## src/rtl/dsp_subtract_pipe_if.sv

```systemverilog
// Operand/result handshake bundle for the pipelined subtractor.
// The slave modport is the subtractor side; the master modport is the producer/consumer side.
interface dsp_subtract_pipe_if #(
    parameter int WIDTH = 18
);
    logic             in_valid;
    logic             in_ready;
    logic [WIDTH-1:0] a;
    logic [WIDTH-1:0] d;
    logic             out_valid;
    logic             out_ready;
    logic [WIDTH:0]   diff;

    modport slave (
        input  in_valid, a, d, out_ready,
        output in_ready, out_valid, diff
    );

    modport master (
        output in_valid, a, d, out_ready,
        input  in_ready, out_valid, diff
    );
endinterface

```

## src/rtl/dsp_subtract_pipe.sv

```systemverilog
// Pipelined signed subtractor diff = a - d with full-precision result and valid/ready flow control.
// All stages shift together on advance (global stall); res_count counts output handshakes and wraps.
module dsp_subtract_pipe #(
    parameter int WIDTH  = 18,
    parameter int STAGES = 3,
    parameter int CNT_W  = 16
) (
    input  logic                   clk,
    input  logic                   rst,
    dsp_subtract_pipe_if.slave     bus,
    output logic [CNT_W-1:0]       res_count
);

    logic [WIDTH:0]    data_q [STAGES];
    logic [STAGES-1:0] valid_q;
    logic              advance;
    logic [WIDTH:0]    a_ext;
    logic [WIDTH:0]    d_ext;
    logic [WIDTH:0]    diff_in;

    // One extra bit of headroom makes every difference of two WIDTH-bit operands representable.
    assign a_ext   = {bus.a[WIDTH-1], bus.a};
    assign d_ext   = {bus.d[WIDTH-1], bus.d};
    assign diff_in = a_ext - d_ext;

    assign advance       = !valid_q[STAGES-1] || bus.out_ready;
    assign bus.in_ready  = advance;
    assign bus.out_valid = valid_q[STAGES-1];
    assign bus.diff      = data_q[STAGES-1];

    // Data registers only load on valid entries so diff stays quiet across bubbles.
    always_ff @(posedge clk) begin
        if (rst) begin
            valid_q <= '0;
            for (int i = 0; i < STAGES; i++) begin
                data_q[i] <= '0;
            end
        end else if (advance) begin
            valid_q[0] <= bus.in_valid;
            if (bus.in_valid) begin
                data_q[0] <= diff_in;
            end
            for (int i = 1; i < STAGES; i++) begin
                valid_q[i] <= valid_q[i-1];
                if (valid_q[i-1]) begin
                    data_q[i] <= data_q[i-1];
                end
            end
        end
    end

    always_ff @(posedge clk) begin
        if (rst) begin
            res_count <= '0;
        end else if (bus.out_valid && bus.out_ready) begin
            res_count <= res_count + CNT_W'(1);
        end
    end

endmodule

```

## src/flat_wrapper.sv

```systemverilog
// flat-port wrapper written by rule: the top's interface ports become plain ports
module dsp_subtract_pipe_flat 
#(
    parameter int WIDTH  = 18,
    parameter int STAGES = 3,
    parameter int CNT_W  = 16
)
  (clk, rst, res_count, bus_in_valid, bus_a, bus_d, bus_out_ready, bus_in_ready, bus_out_valid, bus_diff);
  dsp_subtract_pipe_if #(.WIDTH(WIDTH)) bus_i ();
  input  logic clk;
  input  logic rst;
  output logic [CNT_W-1:0] res_count;
  input wire logic [$bits(bus_i.in_valid)-1:0] bus_in_valid;
  input wire logic [$bits(bus_i.a)-1:0] bus_a;
  input wire logic [$bits(bus_i.d)-1:0] bus_d;
  input wire logic [$bits(bus_i.out_ready)-1:0] bus_out_ready;
  output wire logic [$bits(bus_i.in_ready)-1:0] bus_in_ready;
  output wire logic [$bits(bus_i.out_valid)-1:0] bus_out_valid;
  output wire logic [$bits(bus_i.diff)-1:0] bus_diff;
  assign bus_i.in_valid = bus_in_valid;
  assign bus_i.a = bus_a;
  assign bus_i.d = bus_d;
  assign bus_i.out_ready = bus_out_ready;
  assign bus_in_ready = bus_i.in_ready;
  assign bus_out_valid = bus_i.out_valid;
  assign bus_diff = bus_i.diff;
  dsp_subtract_pipe #(.WIDTH(WIDTH), .STAGES(STAGES), .CNT_W(CNT_W)) u_core (.clk(clk), .rst(rst), .bus(bus_i), .res_count(res_count));
endmodule
```

## config.mk

```make
export PLATFORM = sky130hd
export DESIGN_NAME = dsp_subtract_pipe_flat
export DESIGN_NICKNAME = d
export VERILOG_FILES = /design/src/rtl/dsp_subtract_pipe_if.sv /design/src/rtl/dsp_subtract_pipe.sv /design/src/flat_wrapper.sv
export SDC_FILE = /design/constraint.sdc
export NUM_CORES = 1
export LEC_CHECK = 0
export CORE_MARGIN = 2
export CORE_UTILIZATION = 53
export DETAILED_ROUTE_END_ITERATION = 6
export PLACE_DENSITY = 0.89
export SLEW_MARGIN = 20
export SYNTH_ARGS = -nofsm -noshare
export SYNTH_HDL_FRONTEND = slang
export SYNTH_SLANG_ARGS = --single-unit
```

## constraint.sdc

```tcl
create_clock -name clk -period 3.1 [get_ports clk]
set_clock_uncertainty 0.15 [all_clocks]
set_input_delay 0.62 -clock clk [delete_from_list [all_inputs] [get_ports clk]]
set_output_delay 0.62 -clock clk [all_outputs]
set_load 0.01 [all_outputs]
```

Cell density map:
The die is cut into 9 by 9 equal tiles; black is low, pale yellow is high, 0 to 100% covered.
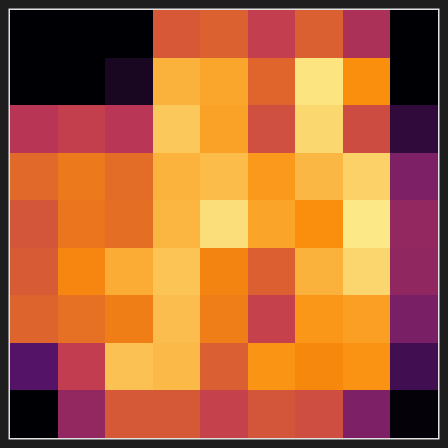
tiles over 75% full = 35%
fullest tile = 95%
mean over tiles = 58%
nearly empty tiles = 11%
densest ninth of the die = centre
core area: 0.00761 mm²
fp util: 54.1%
final core occ: 66.5%

Cells coloured by class:
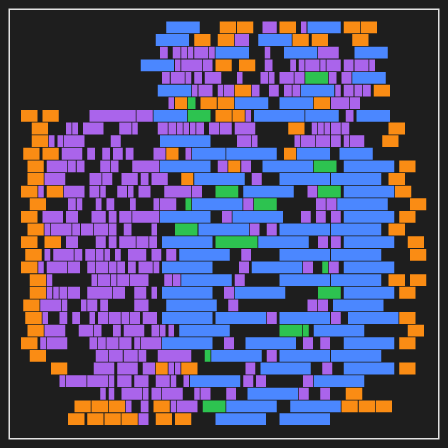
registers -> blue  # cells 76
remaining logic cells -> purple  # cells 277
remaining buffers and delay cells -> orange  # cells 83
clock drivers and dummy loads -> green  # cells 16
FP Rows: 32
Seq/total area: 41.4%
Finished Cell Area: 0.00506 mm²

Routing congestion:
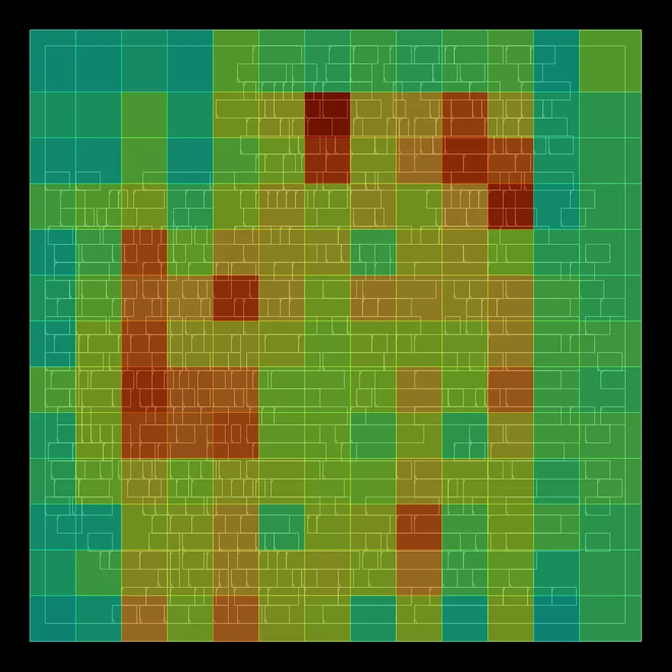
M3 GR Usage: 2.55%
routed len/inst: 12.5 µm
Total GRT Usage: 17.0%

==> qor.csv <==
metric,value,unit
Commonest cells post-synth,"edfxtp_1 (57), and2_1 (43), nor2_1 (27), inv_1 (24), a21oi_1 (23)",
clk sink count,76,
drt total wl,6940,µm
worst slew pin tran,0.568,ns
TritonCTS clock tree,yes,
M2 GR Usage,29.0,%
Non-clk bufs,83,
# H-tree levels,3,
Unique cell types,54,
post_cts resized,0,
Hold Crit Endpoint,u_core.valid_q[0]$_SDFFE_PP0N_,
fin crit period,2.79,ns
Worst EP arrival,2.70,ns
R2R Path Start,u_core.valid_q[2]$_SDFFE_PP0N_,
Complex Gates by Area,11.7,%
fin worst setup slack,0.305,ns
Worst Setup EP,u_core.data_q[0][12]$_SDFFCE_PP0P_,
critical path's top delay family,AND-OR/OR-AND gates,
flop count,76,
element type at the critical path start,input port,
Top cell excl fill/tap,clkdlybuf4s50_1,
DIE HEIGHT,92.1,µm
violation count after the first detailed-route iteration,100,
Storage cell area,0.00209,mm²
largest power group,sequential cells,
Comb area share,34.6,%
critical path depth,9,
OpenROAD warnings,26,
status,"complete, no violations",
DP Area,0.00487,mm²
crit path cell chain,clkdlybuf4s50_1 > ha_1 > inv_1 > fa_1 > a211oi_2 > o211ai_2 > a211oi_1 > or3_1 > a21oi_1,
Netlist Area Pre-Place,0.00412,mm²
Commonest flop,edfxtp_1,
well tap count,102,
Clock Path Buffers,2,
final cell count without fillers,554,
Root Buffer,clkbuf_8,
largest stage delay on the critical path,0.46,ns
No activity file was given, so power comes from the tool's default toggle rates.
